[src/rtl/imem_arbiter.sv]
// Shares a single-port, synchronous-read instruction memory between the core fetch
// stage (reads) and a program loader (writes), with a loader starvation limit and a
// load mode that locks the core out.
module imem_arbiter #(
  parameter int          N        = 2048,
  parameter int          AW       = $clog2(N),
  parameter int          MAX_WAIT = 4,
  parameter logic [31:0] NOP_INST = 32'h0000_0013
) (
  input  logic          i_clk,
  input  logic          i_reset,
  input  logic          i_load_mode,
  input  logic          i_fetch_req,
  input  logic [31:0]   i_fetch_addr,
  output logic          o_fetch_gnt,
  output logic          o_fetch_valid,
  output logic [31:0]   o_fetch_inst,
  input  logic          i_load_req,
  input  logic [31:0]   i_load_addr,
  input  logic [31:0]   i_load_data,
  output logic          o_load_gnt,
  output logic          o_load_err,
  output logic          o_core_stall,
  output logic [AW-1:0] o_mem_addr,
  output logic          o_mem_we,
  output logic [31:0]   o_mem_wdata,
  input  logic [31:0]   i_mem_rdata
);

  localparam int WW = $clog2(MAX_WAIT + 1);

  typedef enum logic {
    ST_RUN  = 1'b0,
    ST_LOAD = 1'b1
  } state_e;

  state_e          state_q, state_d;
  logic [WW-1:0]   wait_q, wait_d;
  logic            rd_pend_q;   // a fetch was granted last cycle
  logic            rd_oor_q;    // ... and it was out of range
  logic [31:0]     inst_q;
  logic            load_err_q;

  logic            fetch_oor, load_oor;
  logic            load_win;
  logic            fetch_gnt, load_gnt;
  logic            fetch_valid;
  logic [31:0]     fetch_inst;

  // Byte-lane bits of word addresses carry no information here.
  logic unused_addr_lsbs;
  assign unused_addr_lsbs = ^{i_fetch_addr[1:0], i_load_addr[1:0]};

  // NOTE: every signal written in an always_comb gets a default first, so no path
  // through the block can leave it unassigned and infer a latch.
  always_comb begin
    fetch_oor = ({2'b00, i_fetch_addr[31:2]} >= 32'(N));
    load_oor  = ({2'b00, i_load_addr[31:2]}  >= 32'(N));
    load_win  = (wait_q == WW'(MAX_WAIT)) && i_load_req;
    fetch_gnt = 1'b0;
    load_gnt  = 1'b0;
    if (!i_reset) begin
      if (state_q == ST_LOAD) begin
        load_gnt = i_load_req;
      end else if (load_win) begin
        load_gnt = 1'b1;
      end else if (i_fetch_req) begin
        fetch_gnt = 1'b1;
      end else begin
        load_gnt = i_load_req;
      end
    end
  end

  always_comb begin
    state_d = i_load_mode ? ST_LOAD : ST_RUN;
    wait_d  = '0;
    if (state_q == ST_RUN && i_load_req && !load_gnt) begin
      wait_d = (wait_q == WW'(MAX_WAIT)) ? wait_q : wait_q + WW'(1);
    end
  end

  always_comb begin
    o_mem_addr  = '0;
    o_mem_we    = 1'b0;
    o_mem_wdata = i_load_data;
    if (fetch_gnt) begin
      o_mem_addr = i_fetch_addr[AW+1:2];
    end else if (load_gnt) begin
      o_mem_addr = i_load_addr[AW+1:2];
      o_mem_we   = !load_oor;
    end
  end

  // A read still in flight when reset arrives never surfaces as valid data.
  assign fetch_valid = rd_pend_q && !i_reset;
  assign fetch_inst  = fetch_valid ? (rd_oor_q ? NOP_INST : i_mem_rdata) : inst_q;

  // NOTE: sequential state uses non-blocking assignments so every register samples
  // the values from before the edge, independent of statement order.
  always_ff @(posedge i_clk) begin
    if (i_reset) begin
      state_q    <= ST_RUN;
      wait_q     <= '0;
      rd_pend_q  <= 1'b0;
      rd_oor_q   <= 1'b0;
      inst_q     <= '0;
      load_err_q <= 1'b0;
    end else begin
      state_q    <= state_d;
      wait_q     <= wait_d;
      rd_pend_q  <= fetch_gnt;
      rd_oor_q   <= fetch_gnt && fetch_oor;
      inst_q     <= fetch_inst;
      load_err_q <= load_gnt && load_oor;
    end
  end

  assign o_fetch_gnt   = fetch_gnt;
  assign o_load_gnt    = load_gnt;
  assign o_fetch_valid = fetch_valid;
  assign o_fetch_inst  = fetch_inst;
  assign o_load_err    = load_err_q;
  assign o_core_stall  = i_fetch_req && !fetch_gnt;

endmodule

[config.mk]
export PLATFORM = sky130hd
export DESIGN_NAME = imem_arbiter
export DESIGN_NICKNAME = d
export VERILOG_FILES = /design/src/rtl/imem_arbiter.sv
export SDC_FILE = /design/constraint.sdc
export NUM_CORES = 1
export LEC_CHECK = 0
export CELL_PAD_IN_SITES_DETAIL_PLACEMENT = 0
export CELL_PAD_IN_SITES_GLOBAL_PLACEMENT = 1
export CORE_MARGIN = 10
export CORE_UTILIZATION = 21
export DETAILED_ROUTE_END_ITERATION = 10
export PLACE_DENSITY_LB_ADDON = 0.1
export SLEW_MARGIN = 20
export SYNTH_ARGS = -nofsm -noshare
export SYNTH_HDL_FRONTEND = slang
export SYNTH_SLANG_ARGS = --single-unit
export TNS_END_PERCENT = 20
[constraint.sdc]
create_clock -name i_clk -period 2.1 [get_ports i_clk]
set_clock_uncertainty 0.15 [all_clocks]
set_input_delay 0.42 -clock i_clk [delete_from_list [all_inputs] [get_ports i_clk]]
set_output_delay 0.42 -clock i_clk [all_outputs]
set_load 0.02 [all_outputs]
### Met2 routing

Drawn at 3 px/um. Cells faint in the background.
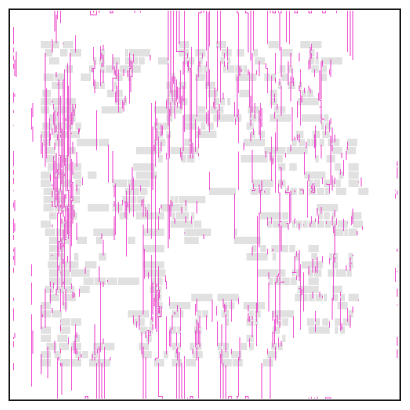
main direction: vertical
nets with wire on the layer: 469
share of all routed wire: 43%
wire length on this layer: 3970 um
final wirelength: 9139 um
via count: 2682
met2 Use GR: 16.34%

### Close-up of the layout

Region (87, 87) to (107, 107) um. Cells in grey, sequential cells in the stronger grey; small squares are vias.
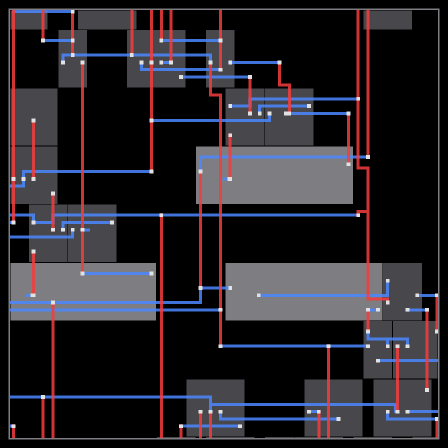
legend:
  M2:
    colour: red
  M1:
    colour: blue
netlist names of flops here include: `inst_q` (3)
most frequent: nand3b_1 (4)
sequential cells in the window: 3
cells with their middle in the window: 18

### I/O nets highlighted

Drawn at 3 px/um.
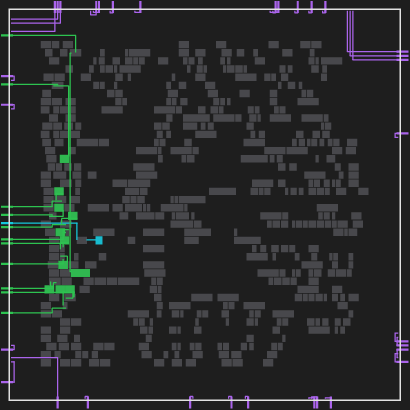
legend:
  `i_load_mode`:
    colour: cyan
    bits: 1
    direction: input
    end_cells: 1
    wire: 30.7 um
  `o_mem_addr`:
    colour: green
    bits: 11
    direction: output
    end_cells: 11
    wire: 355 um
  `o_mem_wdata`:
    colour: purple
    bits: 32
    direction: output
    end_cells: 0
    wire: 260 um
Port Buffers: 145
I/O pins: 214

### Wiring by layer

Drawn at 4 px/um. Two of the layers only.
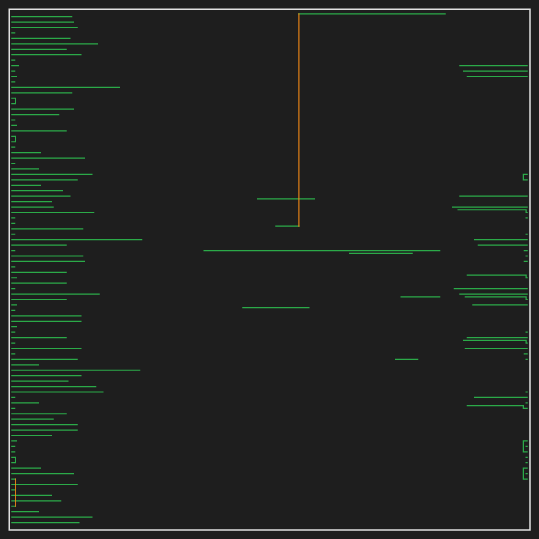
legend:
  M3:
    colour: green
    wire_length: 1370 um
  M4:
    colour: orange
    wire_length: 59.8 um
Tot GR Track Use: 10.72%
DR WL/cell: 14.91 um

==> results.py <==
# Auto-generated metrics
metrics = {
    "run_status": {
        "status": "finished with violations",
        "violations": "setup timing",
    },
    "yosys": {
        "syn-mean-instance-area_sq_um": 7.609,
        "synthDistinctLibCells": 29,
        "syn_area_sq_mm": 0.002534,
        "xor_area_share_pct": 0.3457,
        "ys_cells": 333,
    },
    "min_path": {
        "min_to": "inst_q[12]",
    },
    "floorplan": {
        "dieArea_sq_mm": 0.01686,
    },
    "final_layout": {
        "regArea_sq_um": 784.5,
        "logic_area_sq_mm": 0.001435,
        "comb_cells": 232,
        "final_util_pct": 35.85,
    },
    "placed_design": {
        "dp_hpwl_um": 7030,
        "placed_area_sq_mm": 0.004164,
        "dp_slack_ps": -715.7,
    },
    "grt": {
        "use_met1_pct": 12.29,
    },
    "clocking": {
        "postCtsSetupBuffers": 0,
        "clock_latency_ps": 280,
        "cts_sinks": 39,
    },
    "worst_setup_path": {
        "cpMostUsedCell": "buf_6",
        "cp_slowest_stage_delay_ps": 320,
        "crit_cells": 7,
        "critPathTopFamily": "simple AND/OR/NAND/NOR gates",
    },
    "route": {
        "via_per_inst": 4.375,
        "dr.pass1.iters": 4,
        "met1_length_um": 3733,
    },
    "sta": {
        "setup_ws_ps": -136.1,
        "setup_violations": 8,
    },
    "pwr": {
        "finalPower_mw": 2.189,
        "p_leak_nw": 1.679,
    },
}
==> cell usage in the layout, fill, tap and decap left out, types with 7 or more instances in the layout <==
cell             instances
a21oi_1                 29
a22o_1                  10
buf_2                   10
buf_4                   38
buf_6                    8
clkbuf_2                 7
clkdlybuf4s15_1         17
clkdlybuf4s50_1         85
dfxtp_1                 36
dlygate4sd2_1           12
nand2_1                 33
nand2b_1                59
nand3b_1                30
nor2_1                   9
nor4_1                   7
o21ai_0                 27
==> where the power goes <==
| group | internal [mW] | switching (mW) | total (mW) | leakage [nW] |
|---|---|---|---|---|
| Sequential | 0.772 | 0.0169 | 0.789 | 0.319 |
| Combinational | 0.347 | 0.258 | 0.605 | 1.28 |
| Clock | 0.506 | 0.290 | 0.796 | 0.0772 |
Power is estimated from default activity; no workload was simulated.
